## src/rtl/opr_fetch_decode.sv

```systemverilog
// rtl/opr_fetch_decode.sv - opcode/operand fetch and decode FSM feeding the operand demux
module opr_fetch_decode #(
   parameter logic [7:0] START_ADDR = 8'h00
) (
   input  logic       clk,
   input  logic       rst_n,
   input  logic       start,
   input  logic [7:0] iram_rdata,
   input  logic       exec_done,
   output logic [7:0] iram_addr,
   output logic       iram_rd,
   output logic [7:0] operand,
   output logic [2:0] OPR_sel,
   output logic       opr_valid,
   output logic       busy,
   output logic       halted,
   output logic       illegal
);

   typedef enum logic [2:0] {
      S_IDLE      = 3'd0,
      S_FETCH_OP  = 3'd1,
      S_LATCH_OP  = 3'd2,
      S_FETCH_OPR = 3'd3,
      S_LATCH_OPR = 3'd4,
      S_ISSUE     = 3'd5,
      S_HALTED    = 3'd6
   } state_t;

   localparam logic [7:0] OP_NOP  = 8'h00;
   localparam logic [7:0] OP_JMP  = 8'h05;
   localparam logic [7:0] OP_HALT = 8'hFF;

   state_t     r_state;
   state_t     w_next;
   logic [7:0] r_pc;
   logic [7:0] r_opcode;
   logic [7:0] r_operand;
   logic       r_illegal;
   logic       r_start;
   logic       w_has_opr;
   logic       w_illegal_op;

   always_comb begin
      w_has_opr    = (iram_rdata >= 8'h01) && (iram_rdata <= OP_JMP);
      w_illegal_op = (iram_rdata != OP_NOP) && (iram_rdata != OP_HALT) && !w_has_opr;
   end

   // start goes through one register, so the first issue appears five edges after start is sampled
   always_comb begin
      w_next = r_state;
      case (r_state)
         S_IDLE:      if (r_start) w_next = S_FETCH_OP;
         S_FETCH_OP:  w_next = S_LATCH_OP;
         S_LATCH_OP: begin
            if (iram_rdata == OP_NOP)
               w_next = S_FETCH_OP;
            else if (w_has_opr)
               w_next = S_FETCH_OPR;
            else
               w_next = S_HALTED;
         end
         S_FETCH_OPR: w_next = S_LATCH_OPR;
         S_LATCH_OPR: w_next = (r_opcode == OP_JMP) ? S_FETCH_OP : S_ISSUE;
         S_ISSUE:     if (exec_done) w_next = S_FETCH_OP;
         S_HALTED:    if (r_start) w_next = S_FETCH_OP;
         default:     w_next = S_IDLE;
      endcase
   end

   always_ff @(posedge clk or negedge rst_n) begin
      if (!rst_n) begin
         r_state   <= S_IDLE;
         r_pc      <= START_ADDR;
         r_opcode  <= 8'h00;
         r_operand <= 8'h00;
         r_illegal <= 1'b0;
         r_start   <= 1'b0;
      end else begin
         r_state <= w_next;
         r_start <= start;
         case (r_state)
            S_LATCH_OP: begin
               r_opcode <= iram_rdata;
               r_pc     <= r_pc + 8'd1;
               if (w_illegal_op)
                  r_illegal <= 1'b1;
            end
            S_LATCH_OPR: begin
               r_operand <= iram_rdata;
               r_pc      <= (r_opcode == OP_JMP) ? iram_rdata : r_pc + 8'd1;
            end
            S_HALTED: begin
               if (r_start) begin
                  r_pc      <= START_ADDR;
                  r_illegal <= 1'b0;
               end
            end
            default: ;
         endcase
      end
   end

   assign iram_addr = r_pc;
   assign iram_rd   = (r_state == S_FETCH_OP) || (r_state == S_FETCH_OPR);
   assign operand   = r_operand;
   assign opr_valid = (r_state == S_ISSUE);
   assign OPR_sel   = (r_state == S_ISSUE) ? r_opcode[2:0] : 3'b000;
   assign busy      = (r_state != S_IDLE) && (r_state != S_HALTED);
   assign halted    = (r_state == S_HALTED);
   assign illegal   = r_illegal;

endmodule

```

## config.mk

```make
export PLATFORM = sky130hd
export DESIGN_NAME = opr_fetch_decode
export DESIGN_NICKNAME = d
export VERILOG_FILES = /design/src/rtl/opr_fetch_decode.sv
export SDC_FILE = /design/constraint.sdc
export NUM_CORES = 1
export LEC_CHECK = 0
export CAP_MARGIN = 40
export CELL_PAD_IN_SITES_DETAIL_PLACEMENT = 0
export CELL_PAD_IN_SITES_GLOBAL_PLACEMENT = 2
export CORE_ASPECT_RATIO = 0.7
export CORE_UTILIZATION = 28
export CTS_CLUSTER_SIZE = 25
export DETAILED_ROUTE_END_ITERATION = 7
export GPL_TIMING_DRIVEN = 0
export HOLD_SLACK_MARGIN = 0.12
export PLACE_DENSITY = 0.79
export SLEW_MARGIN = 20
export SYNTH_ARGS = -nofsm -noshare
export SYNTH_HDL_FRONTEND = slang
export SYNTH_SLANG_ARGS = --single-unit
```

## constraint.sdc

```tcl
create_clock -name clk -period 1.4 [get_ports clk]
set_input_delay 0.42 -clock clk [delete_from_list [all_inputs] [get_ports clk]]
set_output_delay 0.42 -clock clk [all_outputs]
set_load 0.01 [all_outputs]
```

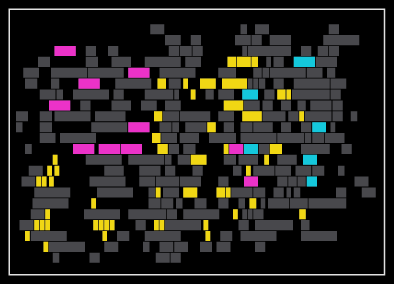
**Above:** run 1 (logic cells by family).
Drawn at 4 px/um.
| color | family | cells |
|---|---|---|
| yellow | nand cells | 51 |
| magenta | mux cells | 10 |
| cyan | non-inverting ao/oa cells | 6 |
most numerous logic cell after layout: buf_4
logic share of the area: 0.375
final non-filler cell total: 330

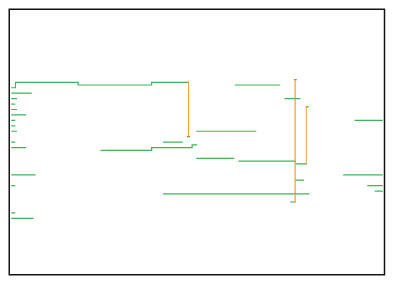
**Above:** run 1 (routed metal, one color a layer).
Drawn at 4 px/um. Two of the layers only.
| color | layer | wire length |
|---|---|---|
| orange | metal 4 | 58.5 um |
| green | metal 3 | 224 um |

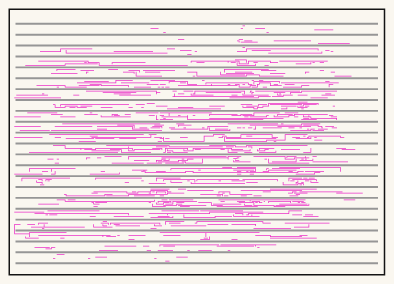
**Above:** run 1 (met1 routing).
Drawn at 4 px/um. Supply wires on this layer in gray.
wire length on this layer: 2810 um
longest straight run: 27.6 um
main direction: horizontal
share of all routed wire: 50%

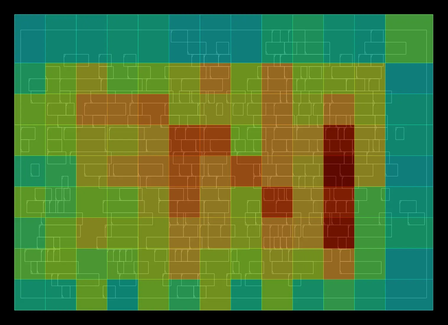
**Above:** run 1 (congestion heat map).
grt met1 use: 0.253
final design utilization: 0.526

==> run summary, run 1 <==
fresh numbers from the pnr run: outcome=complete, but fails checks, failing checks=setup timing, share of flip-flops with an asynchronous set or reset=1.00, PwrDens=2330 nW/um^2, Req. time, crit path=0.98 ns, pins over their slew limit=0, Syn. warnings=0, setup ws final=-0.337 ns, drt total wl=5570 um, Post-Syn Instances=169, Inverters, non-clock=4, area reported by Yosys stat=1640 sq um, Max Buffers Root-to-Sink=2, Top non-seq family=simple AND/OR/NAND/NOR gates, Signal buf overhead=0.289, Cell area leaders=dfrtp_1 44%, nand2_1 7.8%, mux2_2 5.5%, core area=5420 sq um, cell taking the most area after synthesis=dfrtp_1, Slew HR=0.551, clk_lat worst skew=0.29 ns, fin nets=270, Register Area=731 sq um, sequential element share of the synthesized area=0.443, yosys adder share=0.00763, VDD IR max=0.700 mV, initial antenna violation count=0, vias in the first global route=1639, flop share of the area=0.256, met3 GRT Util=0.0379, Post-DP HPWL=3420 um, number of port buffers=35, switching power=2.51 mW, Clock Power Share=0.140, Post-CTS Hold Buffers=0, Most Used Layer, Global Route=met2, fin area=2850 sq um, setup bufs post-CTS=30, drt wl/cell=16.9 um, and+or+nand+nor area frac=0.256, Period Utilization, post-route=1.24, Root Buffer=clkbuf_8, most frequent cells in the layout=38 x buf_4, 32 x nand2_1, 25 x dfrtp_1, minimum clock period=1.74 ns, sequential group share of total power=0.233, Post-synth top flop=dfrtp_1, RSZ-0062 raised after global routing=true, Sw Ratio=0.377, Pwr Total=6.64 mW, antenna diode count=0, Worst setup startpoint=r_state[2]$_DFFE_PN0P_, H-tree levels=2, CP Class=flop to output port, WP data arrival=1.32 ns, DR vias=1670, row cnt=22, Fin. Hold Viols=0, ANT nets after route=0, CP max FO=8, Gates resized, CTS repair=124, mean post-synth cell area=9.70 sq um, crit path capture type=output port, Final Setup Violations=29, Comb pwr share=0.626, die width=93.4 um, Final Wtd Congestion=0.799, Compound-Gate Fraction of Synth Area=0.182, placed cell area=2120 sq um, Logic Gate Count=127, yosys cell count=169, HP Class=input port to async pin, crit path capture=halted, DRT Pass-1 Iters=4, pre-CTS WS=-0.792 ns, Top cell area share=0.443, Area Growth Syn to Fin=74.0%, Max-cap violations=0, clk cell area share=0.0421, vias per cell=5.06, post-synthesis xor/xnor area fraction=0.00534, fillers=486, Multiplexer share=0.0672, GRT overflow=0, Int Power=4.14 mW, post-route DRC violation count=0, Chip Area=6170 sq um, flop count=29, Reg2Reg Depth=7, logic area=1070 sq um, RR Endpoint=r_opcode[6]$_DFFE_PN0P_, Worst-path clk slew=0.08 ns, Distinct cells, synth=46, Well-Tap Cells=72, startpoint types=flop, share of layout cells above drive strength 1=0.496, FP Core Util=0.302, Syn Nets=182, Die H=66.0 um, clock tree from TritonCTS=built, placed cells=276, clock buffer count=6, CTS Buf Count=5, FF-to-FF setup slack=-0.24 ns, count of library flops with an enable pin=0, Post-Syn Area=1640 sq um, Ports=36, Worst R2R Start=r_state[2]$_DFFE_PN0P_, largest net degree at the start of global routing=30, 1st-iter DRT viols=95, Fin Clk Skew=0.0108 ns, clk sinks=29
==> run 1: power groups by stage <==
stage	combinational (mW)	sequential (mW)	clock [mW]
global placement	2.63	1.58	0
detailed placement	2.66	1.60	0
global route	4.44	1.61	0.988
floorplan	1.55	1.64	0
CTS	3.42	1.53	0.937
finish	4.16	1.55	0.933
==> run 1: synth_stat cells (2+ instances only) <==
| library cell | count |
|---|---|
| mux2i_1 | 2 |
| buf_2 | 5 |
| nor2b_1 | 3 |
| inv_1 | 4 |
| nor2_1 | 7 |
| a21o_1 | 2 |
| nand4_1 | 4 |
| o21ai_0 | 6 |
| a2bb2oi_1 | 3 |
| mux2_2 | 8 |
| nand2_1 | 34 |
| a31oi_1 | 3 |
| and2_1 | 7 |
| a21oi_1 | 7 |
| o221ai_1 | 2 |
| nand2b_1 | 5 |
| clkbuf_1 | 2 |
| nand3_1 | 6 |
| o311ai_0 | 2 |
| buf_4 | 2 |
| dfrtp_1 | 29 |
| a32oi_1 | 2 |
==> run 1: metal layers <==
| layer | part of all wire | up-vias | wire, um |
|---|---|---|---|
| met5 | 0 | - | 0 |
| met4 | 0.010 | 0 | 58 |
| met3 | 0.040 | 7 | 224 |
| met2 | 0.44 | 41 | 2480 |
| met1 | 0.50 | 834 | 2810 |
| li1 | - | 788 | - |
==> run 1: stage by stage <==
stage | setup TNS, ns | hold slack (ns)
floorplan | -0.213 | 0.124
global placement | -26.13 | 0.458
global route | -6.89 | 0.214
detailed placement | -9.58 | 0.462
CTS | -3.81 | 0.186
finish | -5.28 | 0.166
==> run 1: critical path: stages, from the launching register on <==
cell,delay (ns)
dfrtp_1,0.38
buf_6,0.12
buf_8,0.13
nor2b_4,0.12
and2_1,0.15
buf_2,0.13
**Run 1: zoomed window**

Region (32, 31) to (62, 61) um. Cells in gray, sequential cells in the stronger gray; small squares are vias.
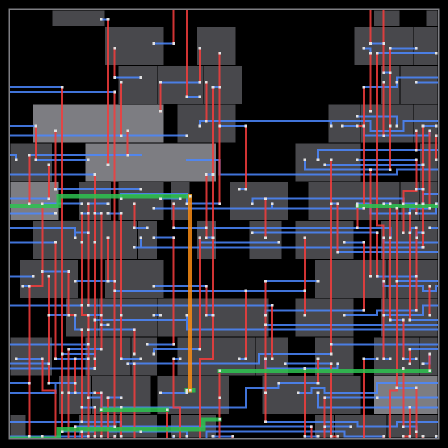

==> run 1 -> run 2 <==
- CORE_UTILIZATION: 28 -> 33
- PLACE_DENSITY: 0.79 -> 0.87
- clock period: 1.4 -> 2 ns (I/O delays scaled with it)
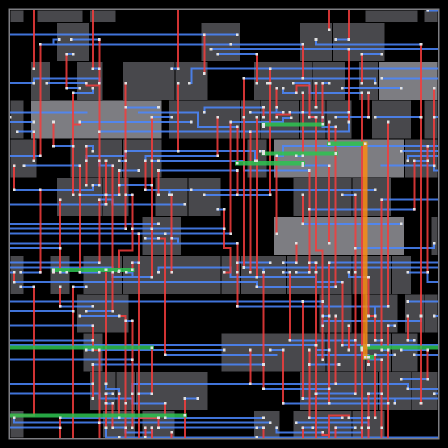
**Above:** run 2 (zoomed window).
Region (28, 28) to (58, 58) um. Cells in gray, sequential cells in the stronger gray; small squares are vias.
| color | layer |
|---|---|
| red | metal 2 |
| green | metal 3 |
| orange | metal 4 |
| blue | metal 1 |
cells with their middle in the window: 62
sequential cells in the window: 3
netlist names of flops here include: `r_state` (2), `iram_addr` (1)

==> run 2 against run 1 <==
Critical path depth fell by 1. Via count fell by 10%. Critical endpoint is now iram_rd. Core utilization fell by 5.6 points. Clock power fell by about 50%. The run ends with DRC left. Worst setup slack improved by 0.39 ns. Area after synthesis did not move. Flip-flop count did not move. Worst hold slack improved by 0.18 ns. Global-route usage rose by 1.2 points. Routed wire length fell by 17%. Die size fell by 15%. Synthesized cell count did not move.
==> run summary, run 2 <==
fresh numbers from the pnr run: outcome=complete, but fails checks, failing checks=DRC, DR top layer=met4, most frequent cells in the layout=33 x nand2_1, 29 x dfrtp_1, 24 x clkdlybuf4s50_1, Die H=61.0 um (-7.6%), FF-to-FF setup slack=0.15 ns (+0.39 ns), Int Power=2.13 mW (-49%), sequential element share of the synthesized area=0.443 (unchanged), clock tree from TritonCTS=built, Worst setup startpoint=r_state[0]$_DFFE_PN0P_, Req. time, crit path=1.40 ns (+0.42 ns), Metal-1 WL=2420 um (-14%), Fin Clk Skew=0.00721 ns (-0.00362 ns), P_leak=0.971 nW, Ports=36 (unchanged), Reg2Reg Depth=5 (-2), fin nets=229 (-15%), Cell area leaders=dfrtp_1 44%, nand2_1 7.8%, mux2_2 5.5%, row cnt=21 (-4.5%), tool warnings=27, Post-synth top flop=dfrtp_1, initial antenna violation count=0 (unchanged), synth cell count leaders=34 x nand2_1, 29 x dfrtp_1, 8 x mux2_2, setup TNS=0 ns (+5.28 ns), Distinct cells, synth=46 (unchanged), share of layout cells above drive strength 1=0.207 (-0.289), VDD IR max=0.619 mV (-12%), HP Class=input port to async pin, Slew HR=0.553 (+0.00190), first-pass GRT wire length=7490 um, Most Used Layer, Global Route=met2, PwrDens=1570 nW/um^2 (-33%), clk sinks=29 (unchanged), crit path capture type=output port, cell taking the most area after synthesis=dfrtp_1, Clock Power Share=0.133 (-0.007), pins over their slew limit=0 (unchanged), largest net degree at the start of global routing=30 (unchanged), fin area=2250 sq um (-21%), grt met1 use=0.280 (+0.0269), Sw Ratio=0.397 (+0.0200), Period Utilization, post-route=0.974, number of port buffers=35 (unchanged), top-count cell post-synth=nand2_1, most numerous logic cell after layout=nand2_1, minimum clock period=1.95 ns, drt total wl=4640 um (-17%), core area=4780 sq um (-12%), Fmax=0.514 GHz, met3 GRT Util=0.0463 (+0.00833), Max-cap violations=0 (unchanged), DR vias=1503 (-10%), Total GRT Usage=0.193, number of synthesized register bits=29, Tightest Pin Transition=0.671 ns, CTS Buf Count=5 (unchanged), count of library flops with an enable pin=0 (unchanged), GRT overflow=0 (unchanged), Chip Area=5260 sq um (-15%), drt wl/cell=16.2 um (-4.0%), met2 routed WL=1980 um (-20%), die width=86.2 um (-7.7%), CP max FO=10 (+2), Top cell area share=0.443 (unchanged), Syn. warnings=0 (unchanged), WP data arrival=1.35 ns (+0.03 ns), mean post-synth cell area=9.70 sq um (unchanged), Comb pwr share=0.551 (-0.075), CP Class=flop to output port, 1st-iter DRT viols=114 (+20%), H-tree levels=2 (unchanged), Syn Nets=182 (unchanged), Post-Syn Instances=169 (unchanged), switching power=1.40 mW (-44%), vias per cell=5.26 (+3.8%), Post-Syn Area=1640 sq um (unchanged), share of flip-flops with an asynchronous set or reset=1.00 (unchanged), Final Setup Violations=0 (-100%), FP Core Util=0.343 (+0.0405), ANT nets after route=0 (unchanged), crit path capture=iram_rd, RSZ-0062 raised after global routing=true, Worst-path clk slew=0.07 ns (about the same), DRT Pass-1 Iters=6 (+2), Area Growth Syn to Fin=37.3%, RR Endpoint=r_opcode[5]$_DFFE_PN0P_, Post-DP HPWL=3280 um (-4.2%), Worst R2R Start=r_state[2]$_DFFE_PN0P_, met3 wire len=197 um (-12%), Final Wtd Congestion=0.814 (+1.9%), placed cell area=2070 sq um (-2.4%), startpoint types=flop, met2 Use GR=0.289, post-route DRC violation count=2 (+2), fillers=471 (-3.1%), Fin. Hold Viols=0 (unchanged), Post-CTS Hold Buffers=0 (unchanged), vias in the first global route=1422 (-13%), yosys cell count=169 (unchanged), Max Buffers Root-to-Sink=2 (unchanged), area reported by Yosys stat=1640 sq um (unchanged), antenna diode count=0 (unchanged), sequential group share of total power=0.316 (+0.083), clk_lat worst skew=0.28 ns (about the same), Root Buffer=clkbuf_8
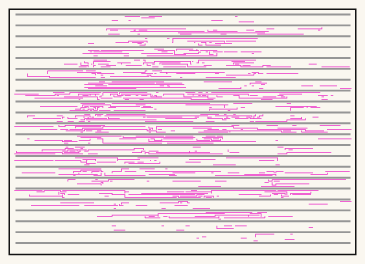
**Above:** run 2 (met1 routing).
Drawn at 4 px/um. Supply wires on this layer in gray.
wire length on this layer: 2420 um
main direction: horizontal
longest straight run: 27.1 um
share of all routed wire: 52%

run 2: cell counts after synthesis:
Identical to the previous run, type by type.
run 2: cells by family after synthesis:
group	after synthesis	share of synthesized area
AND/OR/NAND/NOR	75	0.256
AND-OR/OR-AND	40	0.182
flip-flops	29	0.443
buffers and inverters	13	0.0382
multiplexers	10	0.0672
XOR/XNOR	1	0.00534
adder cells (fa/ha/maj)	1	0.00763
run 2: layout make-up:
type	instances	area (sq um)	area share
buffer	9	95.1	0.0423
clock buffer	6	72.6	0.0323
clock inverter	2	10.0	0.00445
inverter	4	15.0	0.00667
multi-input combinational	127	876	0.389
sequential	29	726	0.323
tap	69	86.3	0.0384
timing repair buffer	40	369	0.164
run 2: through the flow:
stage | std cells | setup slack [ns] | total power, mW | utilization | hold slack (ns)
after global routing | 286 | -0.00517 | 3.80 | 0.470 | 0.404
after detailed placement | 273 | -0.470 | 2.87 | 0.433 | 0.467
final | 286 | 0.0529 | 3.53 | 0.470 | 0.348
after CTS | 283 | 0.0132 | 3.50 | 0.465 | 0.378
after global placement | 273 | -0.431 | 2.85 | 0.434 | 0.456
after floorplan | 169 | 0.159 | 2.14 | - | 0.304
run 2: power groups by stage:
stage / Combinational, mW / Clock, mW / Sequential, mW
after floorplan: 0.994 / 0 / 1.15
after global placement: 1.75 / 0 / 1.10
after detailed placement: 1.76 / 0 / 1.12
after CTS: 1.91 / 0.474 / 1.12
after global routing: 2.13 / 0.510 / 1.16
final: 1.94 / 0.468 / 1.12
run 2: repair_timing:
action	4_1_cts	5_1_grt
buffers inserted	2	3
hold endpoints to repair	0	0
endpoints found under the setup margin	7	9
resized	36	6
pin swaps	1	1
run 2: worst max-delay path, stage by stage, from the launching register on:
cell           delay (ns)
dfrtp_1              0.40
buf_6                0.15
inv_1                0.18
nor2_1               0.06
dlygate4sd2_1        0.28
Power figures rest on the tool's default switching activity, not on a simulated workload.
